### src/rtl/aes_pkg.sv
`default_nettype none
// ============================================================================
//  aes_pkg
//  Shared widths, FSM state encoding and key-size mode codes for the AES
//  host-side sequencer.
//  Revision: 1.0
// ============================================================================
package aes_pkg;

    localparam int BLK_W = 128;
    localparam int KEY_W = 256;

    typedef logic [2:0] state_t;

    localparam state_t ST_IDLE    = 3'd0;
    localparam state_t ST_KG_REQ  = 3'd1;
    localparam state_t ST_KG_WAIT = 3'd2;
    localparam state_t ST_READY   = 3'd3;
    localparam state_t ST_RUN     = 3'd4;
    localparam state_t ST_WAIT    = 3'd5;
    localparam state_t ST_OUT     = 3'd6;

    localparam logic [1:0] MODE_128 = 2'b00;
    localparam logic [1:0] MODE_192 = 2'b01;
    localparam logic [1:0] MODE_256 = 2'b10;

    function automatic logic is_busy_state(input state_t s);
        return !((s == ST_IDLE) || (s == ST_READY));
    endfunction

endpackage
`default_nettype wire

### src/rtl/aes_chain_unit.sv
`default_nettype none
// ============================================================================
//  aes_chain_unit
//  CBC chaining datapath: chain/ciphertext hold registers, the block presented
//  to the core and the result register with their XOR muxes.
//  Revision: 1.0
// ============================================================================
module aes_chain_unit
    import aes_pkg::*;
(
    input  logic             clk,
    input  logic             rst,
    input  logic             i_iv_load,
    input  logic [BLK_W-1:0] i_iv,
    input  logic             i_blk_load,
    input  logic [BLK_W-1:0] i_blk,
    input  logic             i_done_cap,
    input  logic [BLK_W-1:0] i_core_out,
    input  logic             i_enc,
    input  logic             i_cbc,
    output logic [BLK_W-1:0] o_core_in,
    output logic [BLK_W-1:0] o_out_data
);

    logic [BLK_W-1:0] chain_q,    chain_d;
    logic [BLK_W-1:0] ct_hold_q,  ct_hold_d;
    logic [BLK_W-1:0] core_in_q,  core_in_d;
    logic [BLK_W-1:0] out_data_q, out_data_d;

    always_comb begin
        chain_d    = chain_q;
        ct_hold_d  = ct_hold_q;
        core_in_d  = core_in_q;
        out_data_d = out_data_q;
        if (i_iv_load) begin
            chain_d = i_iv;
        end else if (i_blk_load) begin
            core_in_d = (i_enc && i_cbc) ? (i_blk ^ chain_q) : i_blk;
            if (!i_enc && i_cbc) begin
                ct_hold_d = i_blk;
            end
        end else if (i_done_cap) begin
            out_data_d = (!i_enc && i_cbc) ? (i_core_out ^ chain_q) : i_core_out;
            // Next chaining value is always the ciphertext of this block.
            chain_d    = i_enc ? i_core_out : ct_hold_q;
        end
    end

    always_ff @(posedge clk) begin
        if (rst) begin
            chain_q    <= '0;
            ct_hold_q  <= '0;
            core_in_q  <= '0;
            out_data_q <= '0;
        end else begin
            chain_q    <= chain_d;
            ct_hold_q  <= ct_hold_d;
            core_in_q  <= core_in_d;
            out_data_q <= out_data_d;
        end
    end

    assign o_core_in  = core_in_q;
    assign o_out_data = out_data_q;

endmodule
`default_nettype wire

### src/rtl/aes_host_ctrl.sv
`default_nettype none
// ============================================================================
//  aes_host_ctrl
//  Initiator-side sequencer for the AES core: key schedule, block streaming
//  with optional CBC chaining, and a watchdog on the core's done response.
//  Revision: 1.0
// ============================================================================
module aes_host_ctrl
    import aes_pkg::*;
#(
    parameter int TIMEOUT_CYCLES = 255,
    parameter int TW             = 8
) (
    input  logic             clk,
    input  logic             rst,
    input  logic             cfg_load,
    input  logic [KEY_W-1:0] cfg_key,
    input  logic [1:0]       cfg_mode,
    input  logic             cfg_enc,
    input  logic             cfg_cbc,
    input  logic [BLK_W-1:0] cfg_iv,
    input  logic [BLK_W-1:0] in_data,
    input  logic             in_valid,
    output logic             in_ready,
    output logic [BLK_W-1:0] out_data,
    output logic             out_valid,
    input  logic             out_ready,
    output logic             busy,
    output logic             err,
    output logic [KEY_W-1:0] core_key,
    output logic [1:0]       core_mode,
    output logic             core_enc,
    output logic             core_keygen,
    output logic             core_run,
    output logic [BLK_W-1:0] core_in,
    input  logic [BLK_W-1:0] core_out,
    input  logic             core_ready,
    input  logic             core_done
);

    localparam logic [TW-1:0] C_TIMEOUT = TW'(TIMEOUT_CYCLES);

    state_t           state_q,    state_d;
    logic [KEY_W-1:0] key_q,      key_d;
    logic [1:0]       mode_q,     mode_d;
    logic             enc_q,      enc_d;
    logic             cbc_q,      cbc_d;
    logic             err_q,      err_d;
    logic [TW-1:0]    cnt_q,      cnt_d;
    logic             run_q,      run_d;
    logic             in_rdy_q,   in_rdy_d;
    logic             out_vld_q,  out_vld_d;
    logic             busy_q,     busy_d;
    logic             keygen_q,   keygen_d;

    logic w_cfg_take;
    logic w_blk_take;
    logic w_done_cap;

    always_comb begin
        state_d    = state_q;
        key_d      = key_q;
        mode_d     = mode_q;
        enc_d      = enc_q;
        cbc_d      = cbc_q;
        err_d      = err_q;
        cnt_d      = cnt_q;
        run_d      = 1'b0;
        w_done_cap = 1'b0;
        w_cfg_take = cfg_load && ((state_q == ST_IDLE) || (state_q == ST_READY));
        w_blk_take = in_valid && in_ready;

        case (state_q)
            ST_IDLE, ST_READY: begin
                if (w_cfg_take) begin
                    key_d   = cfg_key;
                    mode_d  = cfg_mode;
                    enc_d   = cfg_enc;
                    cbc_d   = cfg_cbc;
                    err_d   = 1'b0;
                    state_d = ST_KG_REQ;
                end else if (w_blk_take) begin
                    state_d = ST_RUN;
                end
            end
            ST_KG_REQ, ST_RUN: begin
                if (core_ready) begin
                    run_d   = 1'b1;
                    cnt_d   = '0;
                    state_d = (state_q == ST_KG_REQ) ? ST_KG_WAIT : ST_WAIT;
                end
            end
            ST_KG_WAIT, ST_WAIT: begin
                cnt_d = cnt_q + 1'b1;
                // A done in the last cycle before expiry still wins.
                if (core_done) begin
                    w_done_cap = (state_q == ST_WAIT);
                    state_d    = (state_q == ST_KG_WAIT) ? ST_READY : ST_OUT;
                end else if (cnt_d == C_TIMEOUT) begin
                    err_d   = 1'b1;
                    state_d = ST_IDLE;
                end
            end
            ST_OUT: begin
                if (out_ready) begin
                    state_d = ST_READY;
                end
            end
            default: state_d = ST_IDLE;
        endcase

        in_rdy_d  = (state_d == ST_READY);
        out_vld_d = (state_d == ST_OUT);
        busy_d    = is_busy_state(state_d);
        keygen_d  = (state_d == ST_KG_REQ) || (state_d == ST_KG_WAIT);
    end

    always_ff @(posedge clk) begin
        if (rst) begin
            state_q   <= ST_IDLE;
            key_q     <= '0;
            mode_q    <= '0;
            enc_q     <= 1'b0;
            cbc_q     <= 1'b0;
            err_q     <= 1'b0;
            cnt_q     <= '0;
            run_q     <= 1'b0;
            in_rdy_q  <= 1'b0;
            out_vld_q <= 1'b0;
            busy_q    <= 1'b0;
            keygen_q  <= 1'b0;
        end else begin
            state_q   <= state_d;
            key_q     <= key_d;
            mode_q    <= mode_d;
            enc_q     <= enc_d;
            cbc_q     <= cbc_d;
            err_q     <= err_d;
            cnt_q     <= cnt_d;
            run_q     <= run_d;
            in_rdy_q  <= in_rdy_d;
            out_vld_q <= out_vld_d;
            busy_q    <= busy_d;
            keygen_q  <= keygen_d;
        end
    end

    aes_chain_unit u_chain (
        .clk        (clk),
        .rst        (rst),
        .i_iv_load  (w_cfg_take),
        .i_iv       (cfg_iv),
        .i_blk_load (w_blk_take),
        .i_blk      (in_data),
        .i_done_cap (w_done_cap),
        .i_core_out (core_out),
        .i_enc      (enc_q),
        .i_cbc      (cbc_q),
        .o_core_in  (core_in),
        .o_out_data (out_data)
    );

    // A cfg_load in READY pre-empts the block, so ready is withdrawn in that cycle.
    assign in_ready    = in_rdy_q & ~cfg_load;
    assign out_valid   = out_vld_q;
    assign busy        = busy_q;
    assign err         = err_q;
    assign core_key    = key_q;
    assign core_mode   = mode_q;
    assign core_enc    = enc_q;
    assign core_keygen = keygen_q;
    assign core_run    = run_q;

endmodule
`default_nettype wire

### config.mk
export PLATFORM = sky130hd
export DESIGN_NAME = aes_host_ctrl
export DESIGN_NICKNAME = d
export VERILOG_FILES = /design/src/rtl/aes_pkg.sv /design/src/rtl/aes_chain_unit.sv /design/src/rtl/aes_host_ctrl.sv
export SDC_FILE = /design/constraint.sdc
export NUM_CORES = 2
export LEC_CHECK = 0
export CAP_MARGIN = 20
export CORE_AREA = 2 2 461 463
export DETAILED_ROUTE_END_ITERATION = 8
export DIE_AREA = 0 0 463 465
export GPL_TIMING_DRIVEN = 0
export RECOVER_POWER = 25
export SYNTH_ARGS = -nofsm -noshare
export SYNTH_HDL_FRONTEND = slang
export SYNTH_SLANG_ARGS = --single-unit
### constraint.sdc
create_clock -name clk -period 2.6 [get_ports clk]
set_input_delay 0.39 -clock clk [delete_from_list [all_inputs] [get_ports clk]]
set_output_delay 0.39 -clock clk [all_outputs]
set_load 0.01 [all_outputs]
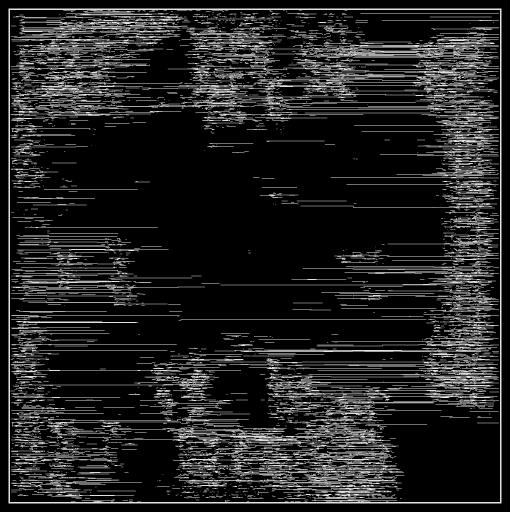
**Above:** met1 routing.
share of all routed wire	33%
main direction	horizontal
wire length on this layer	73.2 mm
nets with wire on the layer	5553

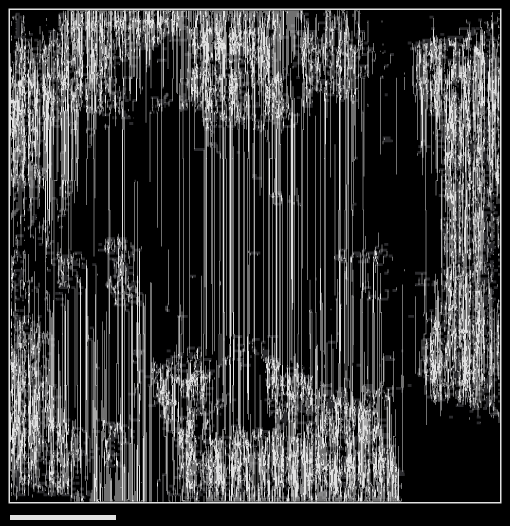
**Above:** signal wires on met2.
Scale bar: 100 um.
wire length on this layer	116 mm
main direction	vertical
nets with wire on the layer	5101
share of all routed wire	53%
longest straight run	324 um
met2 layer usage reported by global route: 0.372
wire length after detailed routing: 219000 um
via total after detailed routing: 34719

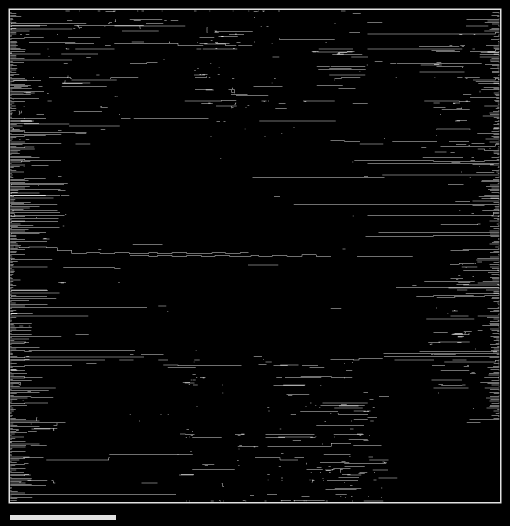
**Above:** metal 3.
Scale bar: 100 um.
share of all routed wire	6.9%
main direction	horizontal
nets with wire on the layer	942
longest straight run	194 um
met3 usage: 0.0495

==> flow_metrics.rpt <==
==== FLOW RESULTS ====
----------------------------------------------------
[STA]
  TNS Setup ........................ 0 ns
  Final setup violation count ........................ 0
  Final clock skew ........................ 0.0208 ns
  Worst hold slack ........................ 0.198 ns
  FMAX ........................ 407 MHz
  Ratio of final minimum period to clock period ........................ 0.946
  Worst-margin pin slew ........................ roughly 1.0 ns
  Unrepaired setup endpoints after global routing ........................ false

[Yosys]
  Synth Register Bits ........................ 789
  Mapped Area ........................ between 0.03 and 0.04 mm^2
  Proportion of synthesized area in mux cells ........................ 0.0393
  Adder-cell share of the synthesized area ........................ 0.00106
  Cell types with the largest area share after synthesis ........................ sky130_fd_sc_hd__dfxtp_1 48%, sky130_fd_sc_hd__nand2_1 12%, sky130_fd_sc_hd__a21oi_1 7.9%
  Yosys top cell by instances ........................ sky130_fd_sc_hd__nand2_1
  Portion of synthesized cell area occupied by the leading cell type ........................ 0.476
  Cell type with the largest total area after synthesis ........................ sky130_fd_sc_hd__dfxtp_1

[Finish]
  Max-area cell class ........................ multi-input combinational cells
  Multi-input gate share of the layout cell area ........................ 0.307
  Number of buffers other than clock buffers in the final layout ........................ 1522
  Synthesis-to-layout area growth ........................ 57.8%
  Most common cell after layout, fill and taps aside ........................ sky130_fd_sc_hd__nand2_1
  Layout Nets ........................ 6019
  Share of the final layout cell area in sequential cells ........................ 0.302
  Summed area of non-filler cells in the final layout ........................ 0.0524 mm^2
  Portion of the layout cell area used by clock cells ........................ 0.0608
  Inverter count of the layout excluding clock inverters ........................ 5
  Filler Cells Inserted ........................ 23095
  Count of sequential standard cells ........................ 789
  Proportion of final cell area spent on non-clock buffers ........................ 0.261
  Top Layout Cells ........................ 1047 x sky130_fd_sc_hd__nand2_1, 866 x sky130_fd_sc_hd__clkdlybuf4s50_1, 789 x sky130_fd_sc_hd__dfxtp_1, 527 x sky130_fd_sc_hd__a21oi_1, 524 x sky130_fd_sc_hd__nor2_1

[Clocking]
  Number of clock sinks ........................ 789
  Post-CTS setup buffers ........................ 1
  Clock tree from TritonCTS ........................ yes
  Clock Tree Root ........................ sky130_fd_sc_hd__clkbuf_16
  Clock buffer count from CTS ........................ 96
  Post-cts sizing count ........................ about 98

[Global route]
  Via count of the first global-routing pass ........................ 34457
  Wire length of the first global-routing pass ........................ 289000 um

[Hold path]
  Min-Delay Startpoint ........................ cfg_key[10]
  Worst Hold Class ........................ input port to flip-flop
  Cell depth of the worst min-delay path ........................ 3

[Power and ir drop]
  Share of total power in the clock network ........................ 0.415
  Share of total power consumed by net switching ........................ 0.302
  Sequential logic power ........................ approximately 13000 uW
  Post-route total power ........................ 33600 uW
  LEAKAGE ........................ between 0.015 and 0.02 uW
  Share of total power in combinational logic ........................ 0.194
  Power in combinational cells ........................ between 6000 and 7000 uW
  Net load switching power ........................ 10100 uW

[Critical path]
  CP delay by family, top ........................ simple AND/OR/NAND/NOR gates
  Depth of the critical timing path with buffers and inverters included ........................ 9
  Kind of critical path ........................ flip-flop to flip-flop
  Launching element of the worst setup path ........................ state_q[2]
  Data required time at the worst endpoint ........................ 3.17 ns
  Data arrival time of the critical path ........................ 3.03 ns
  Cell Chain, Critical Path ........................ nand2b_1 > or3_4 > clkbuf_4 > buf_12 > buf_2 > nor2_2 > a211oi_2 > a21oi_1 > nor2_1
  Register-to-register setup slack ........................ 0.14 ns
  Worst-path cell with the longest stage delay ........................ sky130_fd_sc_hd__or3_4
  Combined buffer and inverter count along the critical path ........................ 3
  Max stage delay on crit path ........................ 0.48 ns

[Run]
  Number of OpenROAD warnings ........................ 28
  Max_cap viols ........................ 0

[Outcome]
  Outcome ........................ finished, final reports clean

[Route]
  Highest metal layer used by the detailed router ........................ met5
  Wire length on met1 ........................ 73200 um
  Routed wl met3 ........................ 15100 um
  Vias per cell ........................ 4.18

[Floorplan]
  Chip Height ........................ 465 um
  Initial core utilization ........................ 0.157
  Area of the die ........................ 0.215 mm^2
  Number of top-level design ports ........................ between 1000 and 1500
  Count of standard-cell rows ........................ 169

[Place]
  Hpwl dp ........................ approximately 180000 um
  Number of buffers added on ports ........................ about 1200

----------------------------------------------------
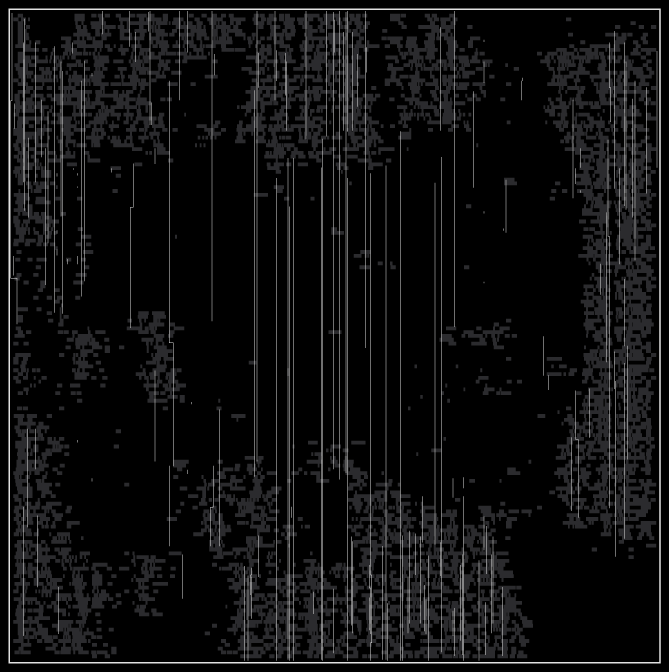
**Above:** M4 wires.
nets with wire on the layer	123
share of all routed wire	6.4%
longest straight run	377 um
main direction	vertical

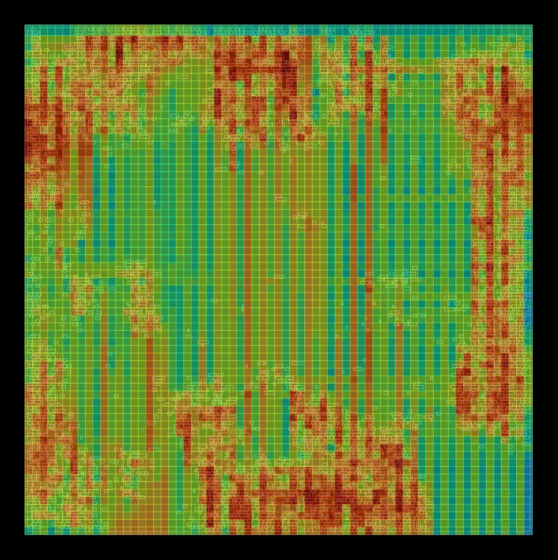
**Above:** routing congestion map.
busiest layer in global routing: met2
detail-routed net length per standard cell: 26.4 um
Final Core Density: 0.248
fraction of met1 tracks used by global routing: 0.186
All-Layer GR Usage: 0.195

## through the flow
step           cells  setup WS (ns)
2_1_floorplan   4080          0.558
6_report        8301          0.141
3_5_place_dp    8091          -1.55
4_1_cts         8262        -0.0239
3_3_place_gp    8071          -2.48
5_1_grt         8290         0.0141
## worst register-to-register path: cells and delay by family, from the launching register on
kind	cells	cell delay, ns
flip-flops	1	0.39
AND/OR/NAND/NOR	4	1.00
buffers and inverters	3	0.71
AND-OR/OR-AND	2	0.20
## sequential cells by signal, summed over array words and instances, names as in the netlist, 2 cells and up
register and cells:
u_chain.o_core_in 128, u_chain.chain_q 128, core_mode 2, cnt_q 8
state_q 3, u_chain.o_out_data 128, core_key 256, u_chain.ct_hold_q 128
No activity file was given, so power comes from the tool's default toggle rates.
